===== config.mk =====
export PLATFORM = sky130hd
export DESIGN_NAME = idex_latch
export DESIGN_NICKNAME = d
export VERILOG_FILES = /design/src/rtl/cpu_types_pkg.sv /design/src/rtl/lu_detect.sv /design/src/rtl/idex_latch.sv
export SDC_FILE = /design/constraint.sdc
export NUM_CORES = 1
export LEC_CHECK = 0
export ABC_AREA = 1
export CORE_ASPECT_RATIO = 1.75
export CORE_MARGIN = 3
export CORE_UTILIZATION = 44
export CTS_CLUSTER_DIAMETER = 80
export DETAILED_ROUTE_END_ITERATION = 12
export GPL_TIMING_DRIVEN = 0
export HOLD_SLACK_MARGIN = 0.03
export PLACE_DENSITY = 0.86
export SLEW_MARGIN = 20
export SYNTH_ARGS = -nofsm -noshare
export SYNTH_HDL_FRONTEND = slang
export SYNTH_SLANG_ARGS = --single-unit

===== constraint.sdc =====
create_clock -name CLK -period 2.3 [get_ports CLK]
set_input_delay 0.345 -clock CLK [delete_from_list [all_inputs] [get_ports CLK]]
set_output_delay 0.345 -clock CLK [all_outputs]
set_load 0.01 [all_outputs]

===== src/rtl/cpu_types_pkg.sv =====
// Shared CPU pipeline types: datapath widths, ID/EX payload bundle and the
// ID/EX bubble state encoding.
package cpu_types_pkg;

    localparam int unsigned WORD_W       = 32;
    localparam int unsigned REG_W        = 5;
    localparam int unsigned ALUOP_W      = 4;
    localparam int unsigned BUBBLE_CNT_W = 16;

    typedef logic [WORD_W-1:0]  word_t;
    typedef logic [REG_W-1:0]   regbits_t;
    typedef logic [ALUOP_W-1:0] aluop_t;

    typedef enum logic {
        RUN    = 1'b0,
        BUBBLE = 1'b1
    } idex_state_t;

    typedef struct packed {
        logic     valid;
        logic     Reg_write;
        logic     Mem_read;
        logic     Mem_write;
        regbits_t rsel1;
        regbits_t rsel2;
        regbits_t wsel;
        aluop_t   alu_op;
        word_t    rdat1;
        word_t    rdat2;
        word_t    imm;
        word_t    pc_next;
    } idex_t;

    // An all-zero bundle is the pipeline NOP.
    localparam idex_t IDEX_NOP = '0;

endpackage


===== src/rtl/lu_detect.sv =====
// Load-use hazard comparator: a valid load in EX whose destination feeds a
// source of the valid instruction in ID.
module lu_detect
    import cpu_types_pkg::*;
(
    input  logic     i_ex_valid,
    input  logic     i_ex_Mem_read,
    input  regbits_t i_ex_wsel,
    input  logic     i_id_valid,
    input  regbits_t i_id_rsel1,
    input  regbits_t i_id_rsel2,
    output logic     o_lu_stall
);

    logic w_dst_live;
    logic w_src_hit;

    // Register 0 never carries a hazard.
    assign w_dst_live = i_ex_valid & i_ex_Mem_read & (i_ex_wsel != REG_W'(0));
    assign w_src_hit  = (i_ex_wsel == i_id_rsel1) | (i_ex_wsel == i_id_rsel2);
    assign o_lu_stall = w_dst_live & w_src_hit & i_id_valid;

endmodule


===== src/rtl/idex_latch.sv =====
// ID/EX pipeline register with flush, load-use bubble insertion and a
// saturating bubble counter.
module idex_latch
    import cpu_types_pkg::*;
(
    input  logic                    CLK,
    input  logic                    RST,
    input  logic                    en,
    input  logic                    flush,
    input  logic                    cnt_clr,
    input  logic                    id_valid,
    input  logic                    id_Reg_write,
    input  logic                    id_Mem_read,
    input  logic                    id_Mem_write,
    input  regbits_t                id_rsel1,
    input  regbits_t                id_rsel2,
    input  regbits_t                id_wsel,
    input  aluop_t                  id_alu_op,
    input  word_t                   id_rdat1,
    input  word_t                   id_rdat2,
    input  word_t                   id_imm,
    input  word_t                   id_pc_next,
    output logic                    ex_valid,
    output logic                    ex_Reg_write,
    output logic                    ex_Mem_read,
    output logic                    ex_Mem_write,
    output regbits_t                ex_rsel1,
    output regbits_t                ex_rsel2,
    output regbits_t                ex_wsel,
    output aluop_t                  ex_alu_op,
    output word_t                   ex_rdat1,
    output word_t                   ex_rdat2,
    output word_t                   ex_imm,
    output word_t                   ex_pc_next,
    output logic                    lu_stall,
    output logic                    bubble,
    output logic [BUBBLE_CNT_W-1:0] bubble_count
);

    localparam logic [BUBBLE_CNT_W-1:0] CNT_MAX = '1;

    idex_t                   r_ex;
    idex_state_t             r_state;
    idex_state_t             w_state_next;
    logic [BUBBLE_CNT_W-1:0] r_bubble_count;
    idex_t                   w_id;
    logic                    w_lu_stall;
    logic                    w_insert_bubble;

    assign w_id = '{
        valid:     id_valid,
        Reg_write: id_Reg_write,
        Mem_read:  id_Mem_read,
        Mem_write: id_Mem_write,
        rsel1:     id_rsel1,
        rsel2:     id_rsel2,
        wsel:      id_wsel,
        alu_op:    id_alu_op,
        rdat1:     id_rdat1,
        rdat2:     id_rdat2,
        imm:       id_imm,
        pc_next:   id_pc_next
    };

    lu_detect u_lu_detect (
        .i_ex_valid    (r_ex.valid),
        .i_ex_Mem_read (r_ex.Mem_read),
        .i_ex_wsel     (r_ex.wsel),
        .i_id_valid    (id_valid),
        .i_id_rsel1    (id_rsel1),
        .i_id_rsel2    (id_rsel2),
        .o_lu_stall    (w_lu_stall)
    );

    // A flush outranks the stall, so a squashed slot never counts as a bubble.
    assign w_insert_bubble = ~flush & en & w_lu_stall;

    always_ff @(posedge CLK) begin
        if (RST) begin
            r_state <= RUN;
        end else begin
            r_state <= w_state_next;
        end
    end

    always_comb begin
        w_state_next = r_state;
        if (flush) begin
            w_state_next = RUN;
        end else if (en && w_lu_stall) begin
            w_state_next = BUBBLE;
        end else if (en) begin
            w_state_next = RUN;
        end
    end

    always_comb begin
        bubble = 1'b0;
        if (r_state == BUBBLE) begin
            bubble = 1'b1;
        end
    end

    // Pipeline payload: NOP on flush or stall, capture on advance, else hold.
    always_ff @(posedge CLK) begin
        if (RST) begin
            r_ex <= IDEX_NOP;
        end else if (flush) begin
            r_ex <= IDEX_NOP;
        end else if (en && w_lu_stall) begin
            r_ex <= IDEX_NOP;
        end else if (en) begin
            r_ex <= w_id;
        end
    end

    always_ff @(posedge CLK) begin
        if (RST) begin
            r_bubble_count <= '0;
        end else if (cnt_clr) begin
            r_bubble_count <= '0;
        end else if (w_insert_bubble && (r_bubble_count != CNT_MAX)) begin
            r_bubble_count <= r_bubble_count + BUBBLE_CNT_W'(1);
        end
    end

    assign ex_valid     = r_ex.valid;
    assign ex_Reg_write = r_ex.Reg_write;
    assign ex_Mem_read  = r_ex.Mem_read;
    assign ex_Mem_write = r_ex.Mem_write;
    assign ex_rsel1     = r_ex.rsel1;
    assign ex_rsel2     = r_ex.rsel2;
    assign ex_wsel      = r_ex.wsel;
    assign ex_alu_op    = r_ex.alu_op;
    assign ex_rdat1     = r_ex.rdat1;
    assign ex_rdat2     = r_ex.rdat2;
    assign ex_imm       = r_ex.imm;
    assign ex_pc_next   = r_ex.pc_next;
    assign lu_stall     = w_lu_stall;
    assign bubble_count = r_bubble_count;

endmodule


gate_families.png
Drawn at 4 px/um.
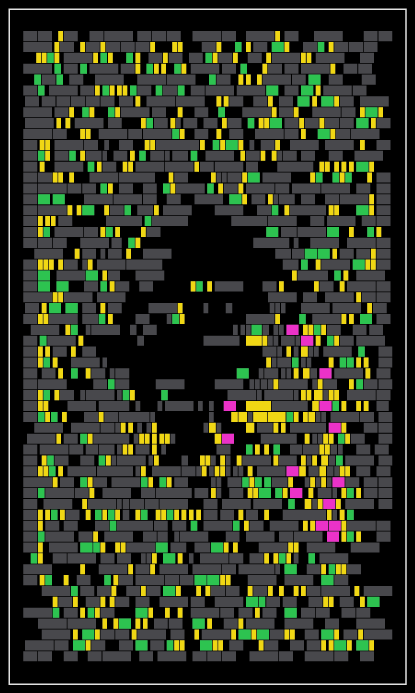
legend:
  NAND gates:
    colour: yellow
    cells: 386
    most_used: nand2_1
    where: spread over the die
  inverting AOI/OAI gates:
    colour: green
    cells: 168
    most_used: a21oi_1
    where: spread over the die
  XOR/XNOR gates:
    colour: magenta
    cells: 14

met1.png
Drawn at 3 px/um. Supply wires on this layer in grey.
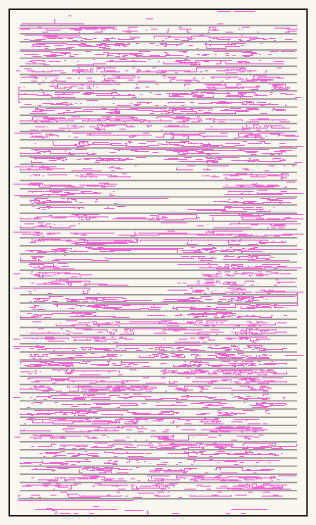
longest straight run: 42.3 um
share of all routed wire: 37%
nets with wire on the layer: 1215

==> summary.txt <==
This note records the results obtained with Yosys and OpenROAD.

Detailed routing
After detailed routing, the met3 layer carries 1660 um of wire. The violation tally recorded at the end of detailed-routing iteration 0 is 282. The routed wire length per instance is 16.5 um. The iteration count recorded for the first detailed-route pass is 5.

Min path
The worst min-delay path endpoint is ex_rsel2[2]. The worst hold path startpoint is ex_rsel2[2]. Along the worst hold path, the cell count comes to 2.

Power
The design internal power is 5.11 mW. The power attributed to sequential cells is 3.04 mW. The portion of total power attributed to the clock network is 42.7%. Summed over all nets, the switching power comes to 1.70 mW.

Synthesis
The area share of and/or/nand/nor cells after synthesis is 25.4%. The distinct cell type count of the synthesized netlist is 27. Counting every net in the synthesized netlist gives 1014. After Yosys synthesis, XOR and XNOR cells account for 1.85% of the synthesized area.

The post-synthesis cell count is 857.

Timing
Setup repair after global routing left no endpoint under its margin. The max-slew violation count is 0. Per the final timing report, the hold violations number 0.

For this run, the top clock speed supported by timing is 470 MHz. The post-route fraction of the period consumed by the critical path is 92.5%. The smallest clock period supported by the final layout is computed as 2.13 ns.

Cells and area
The post-route non-filler standard cell count is 1393. The net total in the final layout is 1357. Per the layout report, the design carries 1104 filler cells.

Floorplan
The chip area is 16600 um2. The number of top-level pins is 325. After floorplanning, the core was divided into 58 placement rows.

GRT
Entering global routing, the biggest net connects 17 pins. The first global-routing pass estimated 36000 um of wire. The via count of the first global-routing pass is 6815. The aggregate global routing overflow is 0.

Worst setup path
The worst reg-to-reg path cell count is 10. Among all stages on the critical path, the largest delay is contributed by sky130_fd_sc_hd__clkdlybuf4s50_1. The critical path's largest stage delay is 0.52 ns. The critical path maximum fanout is 3. Walking the worst path, the cells encountered are clkdlybuf4s50_1 > inv_1 > nand2_1 > nand2_1 > nor2_1 > nand3_1 > a21oi_2 > dlygate4sd2_1.

CTS
The insertion delay of the later-clocked pin in the worst-skew pair is 0.42 ns.

Run status
The flow ran to the end, and the final reports show no timing, DRC or antenna violations.
## flip-flops by register name, summed over array words and instances, names as in the netlist
signal,count
ex_pc_next,32
ex_rsel1,5
ex_valid,1
ex_rdat1,32
ex_rdat2,32
ex_Mem_write,1
ex_Mem_read,1
bubble_count,16
ex_Reg_write,1
ex_rsel2,5
ex_alu_op,4
ex_wsel,5
ex_imm,32
r_state,1
## per-layer routing
| metal | vias up | GRT usage [%] |
|---|---|---|
| li1 | 3407 | - |
| met1 | 3181 | 30.7 |
| met2 | 247 | 47.6 |
| met3 | 53 | 6.97 |
| met4 | 0 | 12.1 |
| met5 | - | 0 |
## worst reg2reg max path, cell delays in order (launching register included)
cell and delay [ns]:
sky130_fd_sc_hd__dfxtp_1 0.45, sky130_fd_sc_hd__ha_1 0.26, sky130_fd_sc_hd__nand2_1 0.08, sky130_fd_sc_hd__inv_1 0.08
sky130_fd_sc_hd__nand2_1 0.09, sky130_fd_sc_hd__nor3_2 0.22, sky130_fd_sc_hd__nand3_1 0.18, sky130_fd_sc_hd__nand4_2 0.19
sky130_fd_sc_hd__buf_4 0.21, sky130_fd_sc_hd__nand2_1 0.06, sky130_fd_sc_hd__a21oi_1 0.16
## cell usage after synthesis
| library cell | n | area, um2 |
|---|---|---|
| sky130_fd_sc_hd__a21boi_0 | 1 | 7.51 |
| sky130_fd_sc_hd__a21oi_1 | 112 | 561 |
| sky130_fd_sc_hd__a21oi_2 | 55 | 482 |
| sky130_fd_sc_hd__buf_12 | 1 | 20.0 |
| sky130_fd_sc_hd__buf_2 | 8 | 40.0 |
| sky130_fd_sc_hd__buf_4 | 1 | 7.51 |
| sky130_fd_sc_hd__buf_6 | 10 | 113 |
| sky130_fd_sc_hd__clkbuf_1 | 32 | 120 |
| sky130_fd_sc_hd__clkinv_1 | 2 | 7.51 |
| sky130_fd_sc_hd__dfxtp_1 | 168 | 3360 |
| sky130_fd_sc_hd__ha_1 | 1 | 12.5 |
| sky130_fd_sc_hd__inv_1 | 20 | 75.1 |
| sky130_fd_sc_hd__inv_2 | 3 | 11.3 |
| sky130_fd_sc_hd__nand2_1 | 368 | 1380 |
| sky130_fd_sc_hd__nand2_2 | 1 | 6.26 |
| sky130_fd_sc_hd__nand2_4 | 1 | 11.3 |
| sky130_fd_sc_hd__nand3_1 | 11 | 55.1 |
| sky130_fd_sc_hd__nand3_2 | 1 | 10.0 |
| sky130_fd_sc_hd__nand3_4 | 1 | 17.5 |
| sky130_fd_sc_hd__nand4_1 | 2 | 12.5 |
| sky130_fd_sc_hd__nand4_2 | 1 | 12.5 |
| sky130_fd_sc_hd__nor2_1 | 37 | 139 |
| sky130_fd_sc_hd__nor2_4 | 1 | 11.3 |
| sky130_fd_sc_hd__nor3_1 | 4 | 20.0 |
| sky130_fd_sc_hd__nor3_2 | 1 | 10.0 |
| sky130_fd_sc_hd__xnor2_1 | 7 | 61.3 |
| sky130_fd_sc_hd__xor2_1 | 7 | 61.3 |
## cell type report
class | count | area share [%]
well taps | 180 | 2.11
clock inverters | 13 | 1.51
clock buffers | 19 | 4.05
multi-input cells | 612 | 26.9
plain buffers | 52 | 2.81
inverters | 25 | 0.877
repair buffers | 324 | 30.3
flip-flops and latches | 168 | 31.5
Power figures rest on the tool's default switching activity, not on a simulated workload.
